Zoomed window:
Region (134, 134) to (159, 159) um. Cells in grey, sequential cells in the stronger grey; small squares are vias.
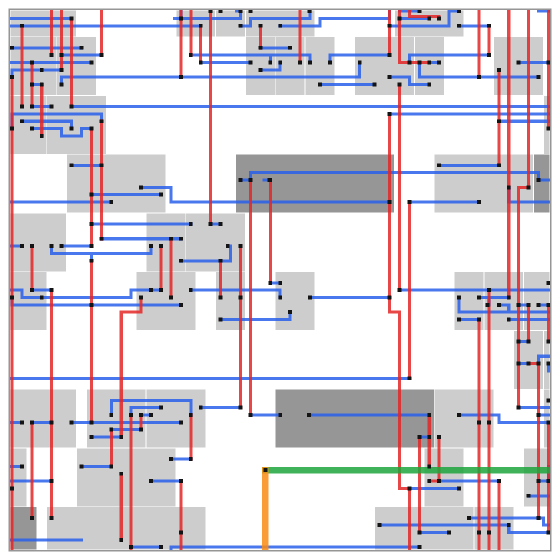
Where the registers sit:
Scale: 2 px per um.
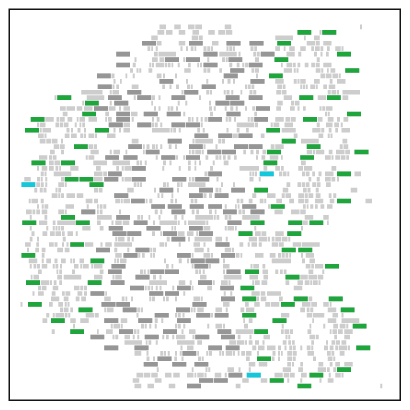
Track usage over the die:
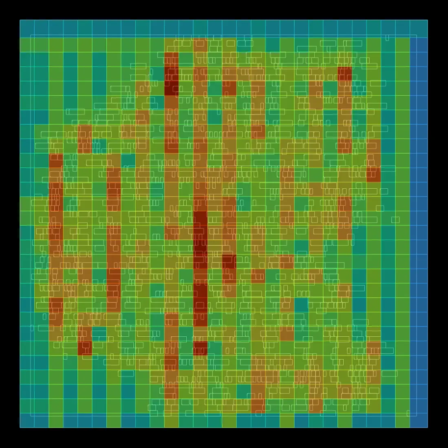
Gate families picked out:
Scale: 1.5 px per um.
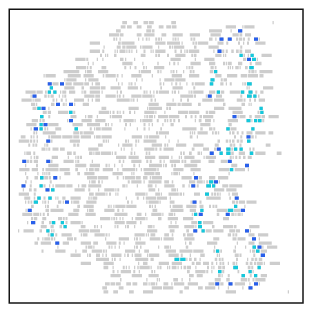
Metal 1:
Scale: 1.5 px per um.
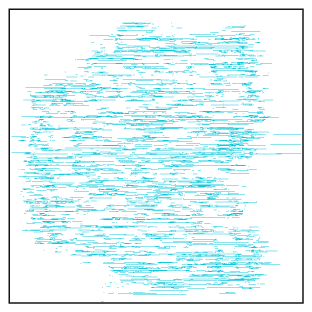
==> config.mk <==
export PLATFORM = sky130hd
export DESIGN_NAME = multi_prescalar
export DESIGN_NICKNAME = d
export VERILOG_FILES = /design/src/rtl/multi_prescalar.sv
export SDC_FILE = /design/constraint.sdc
export NUM_CORES = 1
export LEC_CHECK = 0
export CAP_MARGIN = 0
export CORE_MARGIN = 5
export CORE_UTILIZATION = 32
export DETAILED_ROUTE_END_ITERATION = 10
export MAX_ROUTING_LAYER = met4
export PLACE_DENSITY = 0.46
export SETUP_SLACK_MARGIN = 0.4
export SYNTH_ARGS = -nofsm -noshare
export SYNTH_HDL_FRONTEND = slang
export SYNTH_SLANG_ARGS = --single-unit
==> constraint.sdc <==
create_clock -name clk0 -period 6.35 [get_ports clk0]
set_input_delay 1.5875 -clock clk0 [delete_from_list [all_inputs] [get_ports clk0]]
set_output_delay 1.5875 -clock clk0 [all_outputs]
set_load 0.03 [all_outputs]
==> Slide: Implementation Results <==
Synthesis and Place & Route Summary

Placed design
  – DP Cell Count: 1729
  – Setup WS pre-CTS: 2.08 ns
  – PortBufs: 39

Floorplan
  – Tap cell count: 448
  – Starting Density: 32.5%
  – Chip area: 37900 um2
  – Core area: 33600 um2

Clocking
  – Max clock buf depth: 3
  – Postcts setup bufs: 0
  – CTS Hold Buffers Added: 0
  – CTS H-tree depth: 1
  – Post-CTS sizing: 0

Logic synthesis
  – Synth Warn #: 0
  – Cell Area, Synth: 10900 um2
  – Chip Area, Yosys: 10900 um2
  – Number of enable flip-flop cells: 0
  – Most frequent cell after synthesis: nand2_1
  – Synthesized instance count: 1298
  – Synth Area per Inst: 8.42 um2
  – Most frequently used flop master after synthesis: dfxtp_1
  – Main area contributors: dfxtp_1 41%, nand2_1 8.8%, ha_1 8.2%
  – Share of the synthesized area in the top cell type: 40.7%

Cells and area
  – Top class by area: multi-input combinational cells
  – Signal buffers share of area: 3.60%
  – FF+latch count: 222
  – Multi-In Gates: 996
  – Layout clock buffers: 34
  – Share of cells above drive strength 1: 5.56%

Setup path
  – Reg2reg path depth: 11
  – CP Cell Sequence: clkdlybuf4s50_1 -> nor2b_1 -> o21ai_0 -> o31ai_4 -> buf_4 -> mux2i_1 -> nor2_1
  – CP Capture Type: flip-flop
  – WS Path Type: in2reg
  – Startpoint type of the worst setup path: input port
  – Worst Path Arrival: 4.12 ns
  – Max stage delay on crit path: 0.75 ns
  – WP buf/inv: 2
  – R2r setup slk: 2.66 ns
  – Worst path top cell family by delay: buffers and inverters

Hold path
  – Worst Hold Depth: 2

Route
  – Met3 routed wirelength: 799 um
  – Initial DRT Pass Iterations: 4
  – DR iter-0 viols: 426
  – Metal2 WL: 12.7 mm
  – Top layer in use: met4
  – WL/cell: 15.8 um
  – DRC: 0

Global route
  – First-pass GRT wire length: 45.7 mm
  – Initial antenna violation count: 1
  – Total grt overflow: 0
  – Gr usage total: 14.8%

Timing
  – Unrepaired setup endpoints after global routing: no
  – Hold slack: 0.455 ns
  – Min Tclk post-route: 3.72 ns
  – Setup ws final: 2.63 ns

Pwr
  – Lkg Pwr: 5.09 nW
  – Internal: 2.29 mW
  – PwrDens: 241 nW/um2
  – NetSw: 0.705 mW
  – Seq. pwr: 1.41 mW
  – Sw Ratio: 23.5%
  – Sequential Power Share: 47.1%
  – Final Power: 2.99 mW

Status
  – Status: completed
About 'zoomed window':
legend:
  M2:
    colour: red
  M4:
    colour: orange
  M1:
    colour: blue
  M3:
    colour: green
cells with their middle in the window: 33
sequential cells in the window: 2
most frequent: ha_1 (5), nor2_1 (4), a211oi_1 (4)

About 'where the registers sit':
legend:
  g_ch.acc_q:
    colour: green
    placed_flops: 72
  g_ch.str_q:
    colour: cyan
    placed_flops: 3
final core utilization: 37.0%
register area: 4440 um2
Seq/total area: 35.7%

About 'track usage over the die':
GRT met3 Usage: 2.09%
grt met2 use: 23.8%

About 'gate families picked out':
legend:
  xor and xnor cells:
    colour: blue
    cells: 49
    where: widely spread
  non-inverting ao/oa cells:
    colour: cyan
    cells: 70
Layout Cells excl Fill: 1780
most numerous logic cell after layout: nand2_1
combinational share of cell area: 48.8%

About 'metal 1':
nets with wire on the layer: 1370
share of all routed wire: 50%
Post-Route WL: 28.1 mm
met1 Use GR: 19.9%
via count: 8712

-- cells by family (layout without fill, tap and decap cells) --
group	after synthesis	in the layout	synth area share, %
DFF	222	222	40.7
and+or+nand+nor	505	505	20.1
AOI/OAI and AO/OA	314	314	17.9
other	1	4	0.0343
adders and majority gates	75	75	8.79
xor gates and xnor gates	49	49	3.93
muxes	50	50	4.58
buffers and inverters	82	113	4.06
-- worst register-to-register path, cell delays in order (launching register included) --
cell and delay (ns):
dfxtp_1 0.34, ha_1 0.23, fa_1 0.43, a211o_1 0.30
a21oi_1 0.20, o31ai_1 0.18, o31ai_1 0.38, o22ai_1 0.22
o41ai_4 0.72, buf_4 0.41, nand3_1 0.12, o21ai_0 0.09
No activity file was given, so power comes from the tool's default toggle rates.
